## config.mk

```make
export PLATFORM = sky130hd
export DESIGN_NAME = pe_credit_ni_flat
export DESIGN_NICKNAME = d
export VERILOG_FILES = /design/src/rtl/noc_pkg.sv /design/src/rtl/pe_credit_ni_if.sv /design/src/rtl/pe_inj_fifo.sv /design/src/rtl/pe_credit_ni.sv /design/src/flat_wrapper.sv
export SDC_FILE = /design/constraint.sdc
export NUM_CORES = 1
export LEC_CHECK = 0
export ABC_AREA = 1
export CAP_MARGIN = 20
export CORE_ASPECT_RATIO = 0.8
export CORE_MARGIN = 3
export CORE_UTILIZATION = 25
export DETAILED_ROUTE_END_ITERATION = 10
export PLACE_DENSITY = 0.45
export SLEW_MARGIN = 40
export SYNTH_ARGS = -nofsm -noshare
export SYNTH_HDL_FRONTEND = slang
export SYNTH_SLANG_ARGS = --single-unit
```

## constraint.sdc

```tcl
create_clock -name clk -period 2.5 [get_ports clk]
set_input_delay 0.375 -clock clk [delete_from_list [all_inputs] [get_ports clk]]
set_output_delay 0.375 -clock clk [all_outputs]
set_load 0.005 [all_outputs]
```

## src/rtl/noc_pkg.sv

```systemverilog
// noc_pkg: shared definitions for the processing-element network interface.
//   - default flit geometry (FLIT_W_DEF, NODES_DEF)
//   - dest_w(): address width for a given node count
//   - flit field extract/pack helpers on a width-agnostic 64-bit container.
//     Callers cast the results down to their own field widths.
// Flit layout: {dest[DEST_W], src[DEST_W], payload[FLIT_W-2*DEST_W]}.
package noc_pkg;

   localparam int FLIT_W_DEF = 20;
   localparam int NODES_DEF  = 16;
   localparam int MAX_FLIT_W = 64;

   typedef logic [MAX_FLIT_W-1:0] flit_max_t;

   function automatic int dest_w(input int nodes);
      return (nodes <= 1) ? 1 : $clog2(nodes);
   endfunction

   function automatic flit_max_t field_mask(input int bits);
      return (flit_max_t'(1) << bits) - flit_max_t'(1);
   endfunction

   function automatic flit_max_t flit_dest(input flit_max_t f, input int flit_w, input int dw);
      return (f >> (flit_w - dw)) & field_mask(dw);
   endfunction

   function automatic flit_max_t flit_src(input flit_max_t f, input int flit_w, input int dw);
      return (f >> (flit_w - 2*dw)) & field_mask(dw);
   endfunction

   function automatic flit_max_t flit_payload(input flit_max_t f, input int flit_w, input int dw);
      return f & field_mask(flit_w - 2*dw);
   endfunction

   function automatic flit_max_t flit_pack(input flit_max_t dest, input flit_max_t src,
                                           input flit_max_t pay, input int flit_w, input int dw);
      return ((dest & field_mask(dw)) << (flit_w - dw))
           | ((src & field_mask(dw)) << (flit_w - 2*dw))
           | (pay & field_mask(flit_w - 2*dw));
   endfunction

endpackage

```

## src/rtl/pe_credit_ni_if.sv

```systemverilog
// pe_credit_ni_if: host-side and router-side signals of the PE network interface.
//   injection : inj_valid, inj_dest, inj_payload -> NI ; inj_ready <- NI
//   router tx : dataout, out_valid <- NI ; ci -> NI
//   router rx : datain, in_valid -> NI ; co <- NI
//   host rx   : rx_valid, rx_data, read, misroute, credit_err <- NI ; clr -> NI
// modport slave is the NI itself, modport master is the host/router environment.
interface pe_credit_ni_if import noc_pkg::*; #(
   parameter int FLIT_W = FLIT_W_DEF,
   parameter int NODES  = NODES_DEF
);
   localparam int DEST_W = dest_w(NODES);
   localparam int PAY_W  = FLIT_W - 2*DEST_W;

   logic              inj_valid;
   logic [DEST_W-1:0] inj_dest;
   logic [PAY_W-1:0]  inj_payload;
   logic              inj_ready;
   logic [FLIT_W-1:0] dataout;
   logic              out_valid;
   logic              ci;
   logic [FLIT_W-1:0] datain;
   logic              in_valid;
   logic              co;
   logic              rx_valid;
   logic [FLIT_W-1:0] rx_data;
   logic [NODES-1:0]  read;
   logic              clr;
   logic              misroute;
   logic              credit_err;

   modport slave (
      input  inj_valid, inj_dest, inj_payload, ci, datain, in_valid, clr,
      output inj_ready, dataout, out_valid, co, rx_valid, rx_data, read, misroute, credit_err
   );

   modport master (
      output inj_valid, inj_dest, inj_payload, ci, datain, in_valid, clr,
      input  inj_ready, dataout, out_valid, co, rx_valid, rx_data, read, misroute, credit_err
   );

endinterface

```

## src/rtl/pe_inj_fifo.sv

```systemverilog
// pe_inj_fifo: count-based injection FIFO with wrap-around pointers.
//   clk, rst     : clock, synchronous active-high reset (empties the FIFO)
//   push, din    : write din when push (caller guarantees !full)
//   pop          : drop the head entry (caller guarantees !empty)
//   head         : current head entry (contents undefined when empty)
//   full, empty  : occupancy flags from registered count
// DEPTH must be a power of two so the pointers wrap by natural overflow.
module pe_inj_fifo #(
   parameter int WIDTH = 20,
   parameter int DEPTH = 4
) (
   input  logic             clk,
   input  logic             rst,
   input  logic             push,
   input  logic             pop,
   input  logic [WIDTH-1:0] din,
   output logic [WIDTH-1:0] head,
   output logic             full,
   output logic             empty
);
   localparam int PTR_W = $clog2(DEPTH);
   localparam int CNT_W = PTR_W + 1;

   logic [WIDTH-1:0] mem_q [DEPTH];
   logic [WIDTH-1:0] mem_d [DEPTH];
   logic [PTR_W-1:0] wr_ptr_q, wr_ptr_d;
   logic [PTR_W-1:0] rd_ptr_q, rd_ptr_d;
   logic [CNT_W-1:0] count_q, count_d;

   always_comb begin
      mem_d    = mem_q;
      wr_ptr_d = wr_ptr_q;
      rd_ptr_d = rd_ptr_q;
      count_d  = count_q;
      if (push) begin
         mem_d[wr_ptr_q] = din;
         wr_ptr_d        = wr_ptr_q + PTR_W'(1);
      end
      if (pop) begin
         rd_ptr_d = rd_ptr_q + PTR_W'(1);
      end
      // simultaneous push and pop leaves the count unchanged
      case ({push, pop})
         2'b10:   count_d = count_q + CNT_W'(1);
         2'b01:   count_d = count_q - CNT_W'(1);
         default: count_d = count_q;
      endcase
   end

   always_ff @(posedge clk) begin
      if (rst) begin
         wr_ptr_q <= '0;
         rd_ptr_q <= '0;
         count_q  <= '0;
      end else begin
         wr_ptr_q <= wr_ptr_d;
         rd_ptr_q <= rd_ptr_d;
         count_q  <= count_d;
      end
   end

   // storage needs no reset: head is only consumed when the FIFO is non-empty
   always_ff @(posedge clk) begin
      mem_q <= mem_d;
   end

   assign head  = mem_q[rd_ptr_q];
   assign full  = (count_q == CNT_W'(DEPTH));
   assign empty = (count_q == '0);

endmodule

```

## src/rtl/pe_credit_ni.sv

```systemverilog
// pe_credit_ni: credit-based processing-element network interface.
//   clk, rst : clock, synchronous active-high reset
//   bus      : pe_credit_ni_if.slave (injection, router tx/rx, host rx, sticky flags)
// Injection: host flits are queued in pe_inj_fifo with src = NODE_ID and sent to the
// router one per cycle whenever a credit is held. There is no downstream ready, so
// out_valid itself is the transfer strobe.
// Ejection: every router flit is accepted, registered to rx_data/rx_valid and answered
// with a one-cycle co credit; arrivals for this node mark read[src], others set misroute.
module pe_credit_ni import noc_pkg::*; #(
   parameter int FLIT_W    = FLIT_W_DEF,
   parameter int NODES     = NODES_DEF,
   parameter int NODE_ID   = 15,
   parameter int CREDITS   = 7,
   parameter int INJ_DEPTH = 4
) (
   input  logic           clk,
   input  logic           rst,
   pe_credit_ni_if.slave  bus
);
   localparam int DEST_W = dest_w(NODES);
   localparam int CRD_W  = $clog2(CREDITS + 1);
   localparam logic [DEST_W-1:0] MY_ID   = DEST_W'(NODE_ID);
   localparam logic [CRD_W-1:0]  CRD_MAX = CRD_W'(CREDITS);

   logic              push;
   logic              send;
   logic              fifo_full;
   logic              fifo_empty;
   logic [FLIT_W-1:0] inj_flit;
   logic [FLIT_W-1:0] fifo_head;
   logic [DEST_W-1:0] rx_dest;
   logic [DEST_W-1:0] rx_src;

   logic [CRD_W-1:0]  credit_q, credit_d;
   logic              credit_err_q, credit_err_d;
   logic              misroute_q, misroute_d;
   logic [NODES-1:0]  read_q, read_d;
   logic              rx_valid_q, rx_valid_d;
   logic [FLIT_W-1:0] rx_data_q, rx_data_d;
   logic              co_q, co_d;

   // injection side
   assign bus.inj_ready = !fifo_full && !rst;
   assign push          = bus.inj_valid && bus.inj_ready;
   assign inj_flit      = FLIT_W'(flit_pack(flit_max_t'(bus.inj_dest), flit_max_t'(MY_ID),
                                            flit_max_t'(bus.inj_payload), FLIT_W, DEST_W));

   pe_inj_fifo #(
      .WIDTH (FLIT_W),
      .DEPTH (INJ_DEPTH)
   ) u_inj_fifo (
      .clk   (clk),
      .rst   (rst),
      .push  (push),
      .pop   (send),
      .din   (inj_flit),
      .head  (fifo_head),
      .full  (fifo_full),
      .empty (fifo_empty)
   );

   assign send          = !fifo_empty && (credit_q != '0);
   assign bus.out_valid = send;
   assign bus.dataout   = fifo_empty ? '0 : fifo_head;

   // ejection field decode
   assign rx_dest = DEST_W'(flit_dest(flit_max_t'(bus.datain), FLIT_W, DEST_W));
   assign rx_src  = DEST_W'(flit_src(flit_max_t'(bus.datain), FLIT_W, DEST_W));

   always_comb begin
      credit_d     = credit_q;
      credit_err_d = credit_err_q;
      misroute_d   = misroute_q;
      read_d       = read_q;
      rx_valid_d   = bus.in_valid;
      co_d         = bus.in_valid;
      rx_data_d    = bus.in_valid ? bus.datain : rx_data_q;

      // a returned credit with the counter already full is dropped and flagged
      if (send && !bus.ci) begin
         credit_d = credit_q - CRD_W'(1);
      end else if (bus.ci && !send) begin
         if (credit_q == CRD_MAX) begin
            credit_err_d = 1'b1;
         end else begin
            credit_d = credit_q + CRD_W'(1);
         end
      end

      // clear first so a same-cycle set overrides it
      if (bus.clr) begin
         read_d       = '0;
         misroute_d   = 1'b0;
         if (!(bus.ci && !send && credit_q == CRD_MAX)) begin
            credit_err_d = 1'b0;
         end
      end

      if (bus.in_valid) begin
         if (rx_dest == MY_ID) begin
            read_d[rx_src] = 1'b1;
         end else begin
            misroute_d = 1'b1;
         end
      end
   end

   always_ff @(posedge clk) begin
      if (rst) begin
         credit_q     <= CRD_MAX;
         credit_err_q <= 1'b0;
         misroute_q   <= 1'b0;
         read_q       <= '0;
         rx_valid_q   <= 1'b0;
         rx_data_q    <= '0;
         co_q         <= 1'b0;
      end else begin
         credit_q     <= credit_d;
         credit_err_q <= credit_err_d;
         misroute_q   <= misroute_d;
         read_q       <= read_d;
         rx_valid_q   <= rx_valid_d;
         rx_data_q    <= rx_data_d;
         co_q         <= co_d;
      end
   end

   assign bus.co         = co_q;
   assign bus.rx_valid   = rx_valid_q;
   assign bus.rx_data    = rx_data_q;
   assign bus.read       = read_q;
   assign bus.misroute   = misroute_q;
   assign bus.credit_err = credit_err_q;

endmodule

```

## src/flat_wrapper.sv

```systemverilog
// flat-port wrapper written by rule: the top's interface ports become plain ports
module pe_credit_ni_flat import noc_pkg::*;
#(
   parameter int FLIT_W    = FLIT_W_DEF,
   parameter int NODES     = NODES_DEF,
   parameter int NODE_ID   = 15,
   parameter int CREDITS   = 7,
   parameter int INJ_DEPTH = 4
)
  (clk, rst, bus_inj_valid, bus_inj_dest, bus_inj_payload, bus_ci, bus_datain, bus_in_valid, bus_clr, bus_inj_ready, bus_dataout, bus_out_valid, bus_co, bus_rx_valid, bus_rx_data, bus_read, bus_misroute, bus_credit_err);
  pe_credit_ni_if #(.FLIT_W(FLIT_W), .NODES(NODES)) bus_i ();
  input  logic clk;
  input  logic rst;
  input wire logic [$bits(bus_i.inj_valid)-1:0] bus_inj_valid;
  input wire logic [$bits(bus_i.inj_dest)-1:0] bus_inj_dest;
  input wire logic [$bits(bus_i.inj_payload)-1:0] bus_inj_payload;
  input wire logic [$bits(bus_i.ci)-1:0] bus_ci;
  input wire logic [$bits(bus_i.datain)-1:0] bus_datain;
  input wire logic [$bits(bus_i.in_valid)-1:0] bus_in_valid;
  input wire logic [$bits(bus_i.clr)-1:0] bus_clr;
  output wire logic [$bits(bus_i.inj_ready)-1:0] bus_inj_ready;
  output wire logic [$bits(bus_i.dataout)-1:0] bus_dataout;
  output wire logic [$bits(bus_i.out_valid)-1:0] bus_out_valid;
  output wire logic [$bits(bus_i.co)-1:0] bus_co;
  output wire logic [$bits(bus_i.rx_valid)-1:0] bus_rx_valid;
  output wire logic [$bits(bus_i.rx_data)-1:0] bus_rx_data;
  output wire logic [$bits(bus_i.read)-1:0] bus_read;
  output wire logic [$bits(bus_i.misroute)-1:0] bus_misroute;
  output wire logic [$bits(bus_i.credit_err)-1:0] bus_credit_err;
  assign bus_i.inj_valid = bus_inj_valid;
  assign bus_i.inj_dest = bus_inj_dest;
  assign bus_i.inj_payload = bus_inj_payload;
  assign bus_i.ci = bus_ci;
  assign bus_i.datain = bus_datain;
  assign bus_i.in_valid = bus_in_valid;
  assign bus_i.clr = bus_clr;
  assign bus_inj_ready = bus_i.inj_ready;
  assign bus_dataout = bus_i.dataout;
  assign bus_out_valid = bus_i.out_valid;
  assign bus_co = bus_i.co;
  assign bus_rx_valid = bus_i.rx_valid;
  assign bus_rx_data = bus_i.rx_data;
  assign bus_read = bus_i.read;
  assign bus_misroute = bus_i.misroute;
  assign bus_credit_err = bus_i.credit_err;
  pe_credit_ni #(.FLIT_W(FLIT_W), .NODES(NODES), .NODE_ID(NODE_ID), .CREDITS(CREDITS), .INJ_DEPTH(INJ_DEPTH)) u_core (.clk(clk), .rst(rst), .bus(bus_i));
endmodule
```

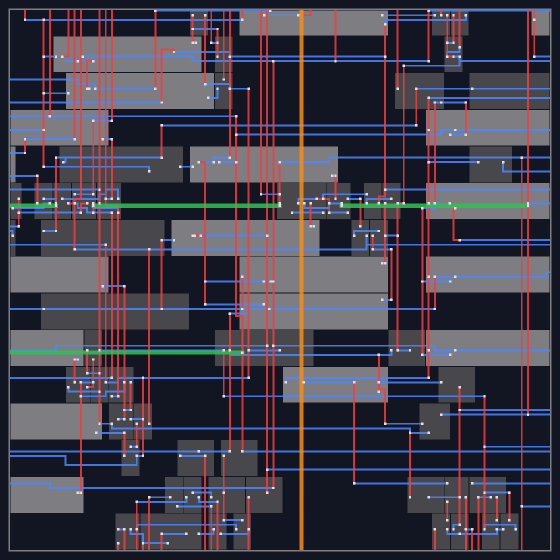
*Layout detail*
Region (58, 68) to (98, 108) um. Cells in gray, sequential cells in the stronger gray; small squares are vias.
metal 3 -> green
metal 4 -> orange
metal 2 -> red
metal 1 -> blue
netlist names of flops here include = u_core.u_inj_fifo.mem_q (14), u_core.u_inj_fifo.rd_ptr_q (1)
sequential cells in the window = 15
most frequent = nor2_1 (19), edfxtp_1 (14), buf_4 (7)
cells with their middle in the window = 66

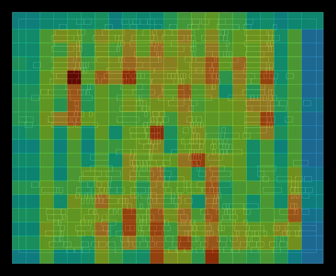
*Routing congestion map*
routed len/inst: 14.9 um
met1 Usage GRT: 15.7%
grt met3 use: 3.50%
GR peak layer: met2

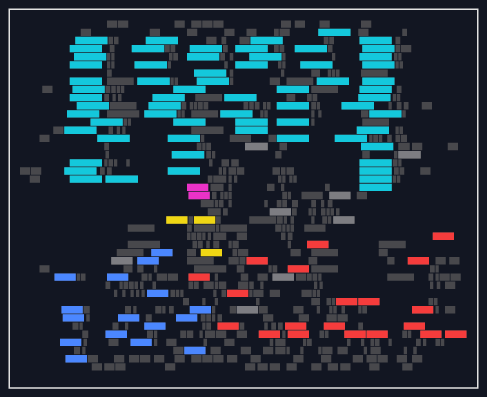
*Register map, names as in the netlist*
Drawn at 3 px/um.
u_core.u_inj_fifo.wr_ptr_q -> magenta  # placed flops 2
u_core.u_inj_fifo.count_q -> yellow  # placed flops 3
u_core.u_inj_fifo.mem_q -> cyan  # placed flops 64
u_core.bus.rx_data -> red  # placed flops 20
u_core.bus.read -> blue  # placed flops 16, where lower left
not colored = 8
sequential cell area share: 45.3%
sequential cell area: 2910 um2

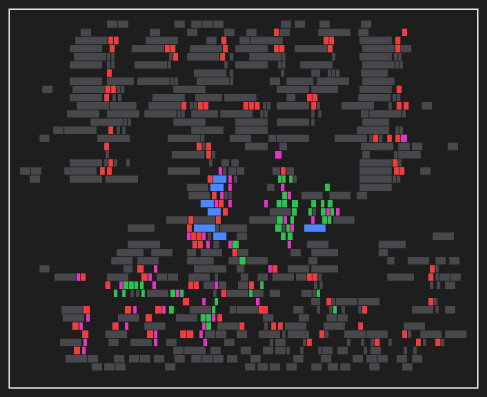
*Logic cells by family*
Drawn at 3 px/um.
inverters -> magenta  # cells 44, most used inv_1
inverting AOI/OAI gates -> red  # cells 101, most used o21ai_0, where spread over the die
NAND gates -> green  # cells 44, most used nand2_1
adder and majority cells -> blue  # cells 7, most used ha_1, where center

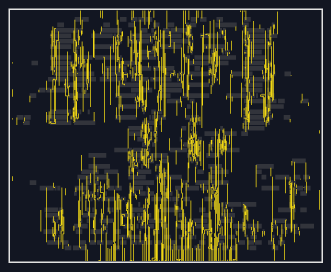
*Met2 routing*
Drawn at 2 px/um.
nets with wire on the layer = 475
share of all routed wire = 49%
main direction = vertical
longest straight run = 49.1 um
GRT met2 Usage: 20.1%
final wirelength: 11.8 mm

## per-layer routing
metal  GRT usage [%]  vias up  share of wire [%]  wire [um]
met5               0        -                  0          0
met4            4.07        0                1.3        150
met3            3.50       13                3.6        421
met2            20.1       55                 49       5730
met1            15.7     1619                 47       5510
li1                -     1727                  -          -
## registers in the layout (all words and copies together) (netlist names)
register / count
u_core.u_inj_fifo.wr_ptr_q: 2
u_core.bus.misroute: 1
u_core.u_inj_fifo.count_q: 3
u_core.bus.rx_valid: 1
u_core.u_inj_fifo.mem_q: 64
u_core.u_inj_fifo.rd_ptr_q: 2
u_core.credit_q: 3
u_core.bus.credit_err: 1
u_core.bus.rx_data: 20
u_core.bus.read: 16
==> qor.csv <==
metric,value,unit
status,finished clean,
Power Density,1030,nW/um2
Cell Type Count,25,
Mapped Nets,496,
WHS Endpoint,u_core.bus.credit_err,
first-pass GRT wire length,18.4,mm
Post-synth EDFFs,64,
HPWL Detailed,7.99,mm
cell count after placement,764,
io pins,104,
Post-Place Setup Slack,0.232,ns
Logic cell area,1260,um2
port buffer count,103,
tap cells,225,
Top Layout Cells,"nor2_1 (110), clkdlybuf4s50_1 (103), edfxtp_1 (64)",
Late-Pin Clk Latency,0.41,ns
PostCTS Resize Cnt,3,
Achievable Freq,415,MHz
non-clock buffer count,117,
Max Slew Vio Count,0,
Avg Inst Size Synth,10.0,um2
largest net degree at the start of global routing,34,
vias in the first global route,3429,
DRT iter0 DRCs,182,
Worst path max stage delay,0.54,ns
antenna cells,0,
"CP delay by family, top",buffers and inverters,
Seq power,2.19,mW
Top-area cell share,42.9,%
Post-DP Area,5760,um2
Layout area overhead,43.1,%
worst hold path type,flip-flop to flip-flop,
RSZ-0062 raised after global routing,true,
CP max-delay cell,clkdlybuf4s50_1,
switching share of power,29.5,%
WP data arrival,2.03,ns
Worst-Margin Slew,0.653,ns
"IR drop worst, VDD",0.349,mV
Reg power frac,33.1,%
Comb gates,265,
adder share,2.29,%
post-cts hold buffer count,0,
comb pwr,1.87,mW
static leakage,2.34,nW
xor/xnor share,0,%
FP Util,25.7,%
Power is estimated from default activity; no workload was simulated.
